### src/rtl/imem_boot_loader.sv
// imem_boot_loader: boot-time sequencer that fills instruction memory from a
// byte stream before the CPU is released.
//
// Bytes arrive over a valid/ready handshake and are packed little-endian into
// 32-bit words. Each complete word is written once to consecutive word-aligned
// byte addresses starting at 0. cpu_stall stays high until a full program has
// been loaded.
//
// Optional feature macro: IMEM_LOADER_CHECKSUM_EN
//   When defined, one trailing checksum byte (mod-256 sum of all data bytes)
//   is expected after the last word, and err flags a mismatch.
//   When undefined, there is no checksum state and err is tied low.
//
// Ports:
//   clk         system clock, rising edge
//   rst         synchronous active-high reset
//   start       begin a load (honoured in IDLE or DONE only)
//   prog_words  program length in words; 0 or > IMEM_WORDS means IMEM_WORDS
//   byte_in     stream data
//   byte_valid  byte_in valid
//   byte_ready  loader accepts a byte this cycle (decoded from state only)
//   mem_we      instruction memory write strobe, one-cycle pulse
//   mem_addr    write byte address, word-aligned
//   mem_wdata   write data
//   busy        load in progress
//   done        load finished; held until next start or reset
//   err         checksum mismatch
//   cpu_stall   high until a load completes
module imem_boot_loader #(
    parameter int unsigned IMEM_WORDS = 64
) (
    input  logic        clk,
    input  logic        rst,
    input  logic        start,
    input  logic [7:0]  prog_words,
    input  logic [7:0]  byte_in,
    input  logic        byte_valid,
    output logic        byte_ready,
    output logic        mem_we,
    output logic [31:0] mem_addr,
    output logic [31:0] mem_wdata,
    output logic        busy,
    output logic        done,
    output logic        err,
    output logic        cpu_stall
);

    localparam int unsigned LEN_W  = 8;
    localparam int unsigned ADDR_W = 32;
    localparam int unsigned DATA_W = 32;
    localparam int unsigned ACC_W  = 24;

`ifdef IMEM_LOADER_CHECKSUM_EN
    typedef enum logic [2:0] {
        S_IDLE,
        S_RECV,
        S_WRITE,
        S_CHECK,
        S_DONE
    } state_e;
`else
    typedef enum logic [2:0] {
        S_IDLE,
        S_RECV,
        S_WRITE,
        S_DONE
    } state_e;
`endif

    state_e              state_q, state_d;
    logic [LEN_W-1:0]    len_q, len_d;
    logic [LEN_W-1:0]    widx_q, widx_d;
    logic [1:0]          bcnt_q, bcnt_d;
    logic [ACC_W-1:0]    word_q, word_d;
    logic                mem_we_q, mem_we_d;
    logic [ADDR_W-1:0]   mem_addr_q, mem_addr_d;
    logic [DATA_W-1:0]   mem_wdata_q, mem_wdata_d;
    logic                busy_q, busy_d;
    logic                done_q, done_d;
    logic                cpu_stall_q, cpu_stall_d;
`ifdef IMEM_LOADER_CHECKSUM_EN
    logic [7:0]          csum_q, csum_d;
    logic                err_q, err_d;
`endif

    logic [LEN_W-1:0]    len_clamped_c;
    logic [LEN_W-1:0]    widx_inc_c;
    logic                xfer_c;

    // Length clamp keeps the word index strictly below IMEM_WORDS.
    always_comb begin
        if (prog_words == 8'd0 || 32'(prog_words) > IMEM_WORDS) begin
            len_clamped_c = LEN_W'(IMEM_WORDS);
        end else begin
            len_clamped_c = prog_words;
        end
    end

    // byte_ready depends on state only, so there is no input-to-output path.
    always_comb begin
`ifdef IMEM_LOADER_CHECKSUM_EN
        byte_ready = (state_q == S_RECV) || (state_q == S_CHECK);
`else
        byte_ready = (state_q == S_RECV);
`endif
    end

    assign xfer_c     = byte_valid && byte_ready;
    assign widx_inc_c = widx_q + LEN_W'(1);

    // Next-state and registered-output logic.
    always_comb begin
        state_d     = state_q;
        len_d       = len_q;
        widx_d      = widx_q;
        bcnt_d      = bcnt_q;
        word_d      = word_q;
        mem_we_d    = 1'b0;
        mem_addr_d  = mem_addr_q;
        mem_wdata_d = mem_wdata_q;
        busy_d      = busy_q;
        done_d      = done_q;
        cpu_stall_d = cpu_stall_q;
`ifdef IMEM_LOADER_CHECKSUM_EN
        csum_d      = csum_q;
        err_d       = err_q;
`endif

        case (state_q)
            S_IDLE, S_DONE: begin
                if (start) begin
                    state_d     = S_RECV;
                    len_d       = len_clamped_c;
                    widx_d      = '0;
                    bcnt_d      = '0;
                    busy_d      = 1'b1;
                    done_d      = 1'b0;
                    cpu_stall_d = 1'b1;
`ifdef IMEM_LOADER_CHECKSUM_EN
                    csum_d      = '0;
                    err_d       = 1'b0;
`endif
                end
            end

            S_RECV: begin
                if (xfer_c) begin
                    // Shift in from the top so byte 0 ends up in bits [7:0].
                    word_d = {byte_in, word_q[ACC_W-1:8]};
                    bcnt_d = bcnt_q + 2'd1;
`ifdef IMEM_LOADER_CHECKSUM_EN
                    csum_d = csum_q + byte_in;
`endif
                    if (bcnt_q == 2'd3) begin
                        mem_we_d    = 1'b1;
                        mem_addr_d  = ADDR_W'({widx_q, 2'b00});
                        mem_wdata_d = {byte_in, word_q};
                        state_d     = S_WRITE;
                    end
                end
            end

            S_WRITE: begin
                widx_d = widx_inc_c;
                if (widx_inc_c == len_q) begin
`ifdef IMEM_LOADER_CHECKSUM_EN
                    state_d     = S_CHECK;
`else
                    state_d     = S_DONE;
                    busy_d      = 1'b0;
                    done_d      = 1'b1;
                    cpu_stall_d = 1'b0;
`endif
                end else begin
                    state_d = S_RECV;
                end
            end

`ifdef IMEM_LOADER_CHECKSUM_EN
            S_CHECK: begin
                if (xfer_c) begin
                    err_d       = (byte_in != csum_q);
                    state_d     = S_DONE;
                    busy_d      = 1'b0;
                    done_d      = 1'b1;
                    cpu_stall_d = 1'b0;
                end
            end
`endif

            default: begin
                state_d = S_IDLE;
            end
        endcase
    end

    // State and output registers, synchronous reset.
    always_ff @(posedge clk) begin
        if (rst) begin
            state_q     <= S_IDLE;
            len_q       <= '0;
            widx_q      <= '0;
            bcnt_q      <= '0;
            word_q      <= '0;
            mem_we_q    <= 1'b0;
            mem_addr_q  <= '0;
            mem_wdata_q <= '0;
            busy_q      <= 1'b0;
            done_q      <= 1'b0;
            cpu_stall_q <= 1'b1;
`ifdef IMEM_LOADER_CHECKSUM_EN
            csum_q      <= '0;
            err_q       <= 1'b0;
`endif
        end else begin
            state_q     <= state_d;
            len_q       <= len_d;
            widx_q      <= widx_d;
            bcnt_q      <= bcnt_d;
            word_q      <= word_d;
            mem_we_q    <= mem_we_d;
            mem_addr_q  <= mem_addr_d;
            mem_wdata_q <= mem_wdata_d;
            busy_q      <= busy_d;
            done_q      <= done_d;
            cpu_stall_q <= cpu_stall_d;
`ifdef IMEM_LOADER_CHECKSUM_EN
            csum_q      <= csum_d;
            err_q       <= err_d;
`endif
        end
    end

    assign mem_we    = mem_we_q;
    assign mem_addr  = mem_addr_q;
    assign mem_wdata = mem_wdata_q;
    assign busy      = busy_q;
    assign done      = done_q;
    assign cpu_stall = cpu_stall_q;
`ifdef IMEM_LOADER_CHECKSUM_EN
    assign err       = err_q;
`else
    assign err       = 1'b0;
`endif

endmodule

### config.mk
export PLATFORM = sky130hd
export DESIGN_NAME = imem_boot_loader
export DESIGN_NICKNAME = d
export VERILOG_FILES = /design/src/rtl/imem_boot_loader.sv
export SDC_FILE = /design/constraint.sdc
export NUM_CORES = 1
export LEC_CHECK = 0
export CORE_UTILIZATION = 35
export CTS_CLUSTER_SIZE = 12
export DETAILED_ROUTE_END_ITERATION = 10
export GPL_TIMING_DRIVEN = 0
export PLACE_DENSITY = 0.68
export SLEW_MARGIN = 20
export SYNTH_ARGS = -nofsm -noshare
export SYNTH_HDL_FRONTEND = slang
export SYNTH_SLANG_ARGS = --single-unit
export TNS_END_PERCENT = 1
### constraint.sdc
create_clock -name clk -period 4.8 [get_ports clk]
set_clock_uncertainty 0.1 [all_clocks]
set_input_delay 0.72 -clock clk [delete_from_list [all_inputs] [get_ports clk]]
set_output_delay 0.72 -clock clk [all_outputs]
set_load 0.005 [all_outputs]
Figure 1. Clock nets.
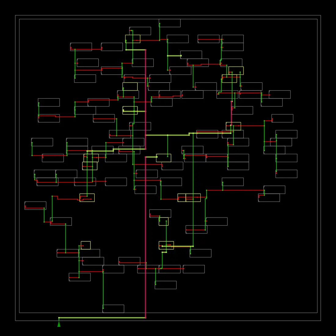
number of sinks driven by the clock tree: 88
TritonCTS Buffers: 9
Power Clock: 0.494 mW

Figure 2. The metal 4 layer.
The bar under the picture is 20 um long.
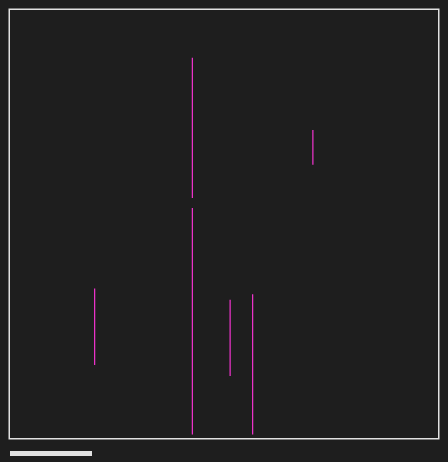
nets with wire on the layer = 5
longest straight run = 55.1 um
main direction = vertical
wire length on this layer = 168 um
share of all routed wire = 2.0%
Via Count: 3270
overall routed net length: 8540 um

==> flow_summary.yaml <==
# implementation run metrics
outcome:
  outcome: "finished clean"
hold_path:
  cell_depth_of_the_worst_hold_path: 2
synth:
  xor_xnor_share_pct: 2.99
  post_synth_mux_area_share_pct: 0.848
  async_flop_share_pct: 0
  synthTopCellsByCount: "nand2_1 (141), dfxtp_1 (88), a21oi_1 (69)"
  simple_gate_share_pct: 21.4
clock_network:
  cts_post_setup_buffers_inserted: 0
  ctsLongestPathBuffers: 2
  htree_depth: 3
  post_cts.resized_instances: 0
worst_setup_path:
  path_class: "flip-flop to output port"
  setup.worst_path.start_class: "flip-flop"
  cp_cell_sequence: "inv_1, ha_1, clkdlybuf4s50_1"
  path_max_fanout: 9
  timing.critical_path.slowest_cell_delay_ns: 0.57
grt:
  grt_use_met1_pct: 20.5
  groute.usage.overall_pct: 16.3
  grt_pass1_wl_um: 14400
cells_and_area:
  buffers_excl_clock: 119
  largest_class: "registers"
  final_design_area_no_fill_um2: 4770
  sh_seq_area_pct: 36.9
  layout.cells.most_common_list: "nand2_1 (141), dfxtp_1 (88), a21oi_1 (69)"
  seq_cells: 88
die:
  core-area_um2: 10300
  die_height_um: 105
  i_o_pin_total: 90
  chip_area_um2: 11000
power:
  seqPwrFrac_pct: 48.3
  power.share.combinational_pct: 21.6
  cell_internal_pwr_mw: 1.13
  power_leader: "registers"
timing:
  report.final.hold_viol_count: 0
  finalSetupViolCount: 0
  fmax_mhz: 403
detailed_routing:
  drt_pre_antenna_iters: 4
  vias_per_cell: 4.66
  detail-route-antenna-nets: 0
  met1Wirelength_um: 3880
placement:
  port-buffer-count: 63
Figure 3. Clock wires, drivers and flops.
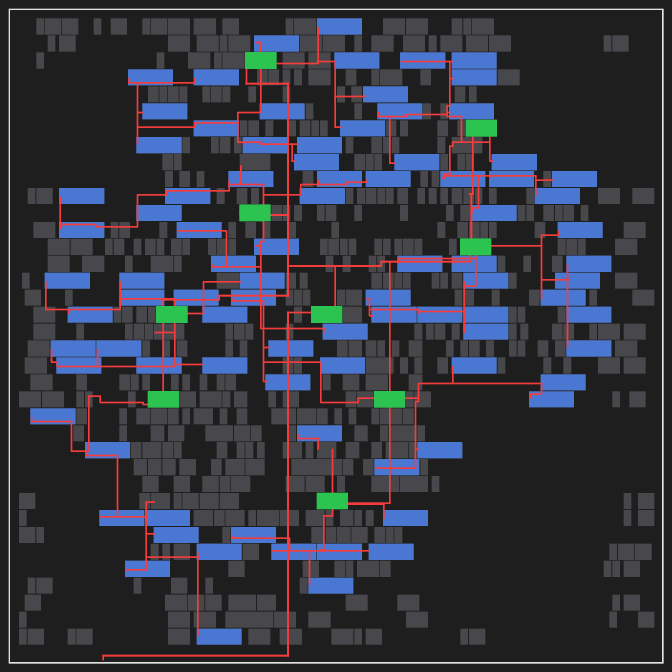
green -> clock-net drivers  # count 9
red -> clock wires  # length 1070 um
blue -> flip-flops  # count 88
flops lie = all over the die
routed clock nets = 10

Figure 4. Cell sizes after repair.
The bar under the picture is 20 um long.
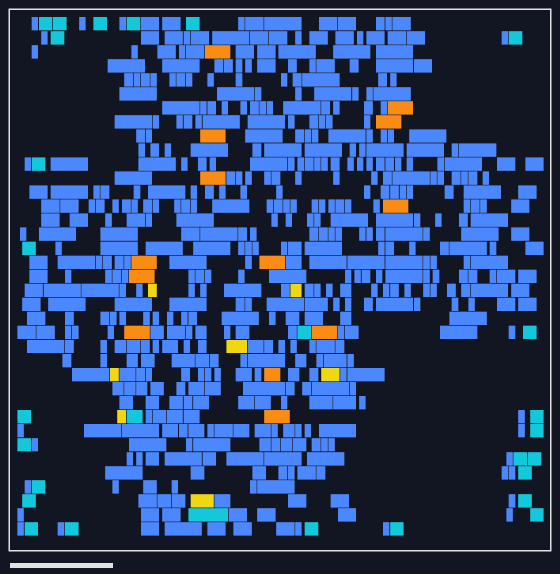
orange -> x6 and larger  # cells 13, share 2.3%, most used clkbuf_8
blue -> x1 and smaller  # cells 517, share 92%, most used nand2_1
cyan -> x3 and x4  # cells 28, share 5.0%, most used buf_4
yellow -> x2  # cells 7, share 1.2%, most used buf_2

## registers in the layout (all words and copies together) (netlist names)
signal and cells:
done 1, cpu_stall 1, widx_q 8, busy 1
mem_wdata 32, state_q 2, bcnt_q 2, len_q 8
word_q 24, mem_addr 8, mem_we 1
## per-stage QoR
step	total power [mW]	worst slack, ns	instances	util (%)
floorplan	1.05	2.57	487	-
global placement	1.15	2.02	686	44.6
detailed placement	1.16	1.96	686	44.6
CTS	1.65	2.28	701	46.4
global route	1.74	2.21	701	46.4
finish	1.64	2.32	701	46.4
## worst paths after layout
kind                               startpoint       endpoint  slack, ns
worst min-delay path            mem_wdata[10]  mem_wdata[10]       0.36
worst min register to register  mem_wdata[10]  mem_wdata[10]       0.36
worst max-delay path               state_q[1]     byte_ready       2.32
worst max register to register     state_q[1]  mem_wdata[25]       2.61
Power is estimated from default activity; no workload was simulated.
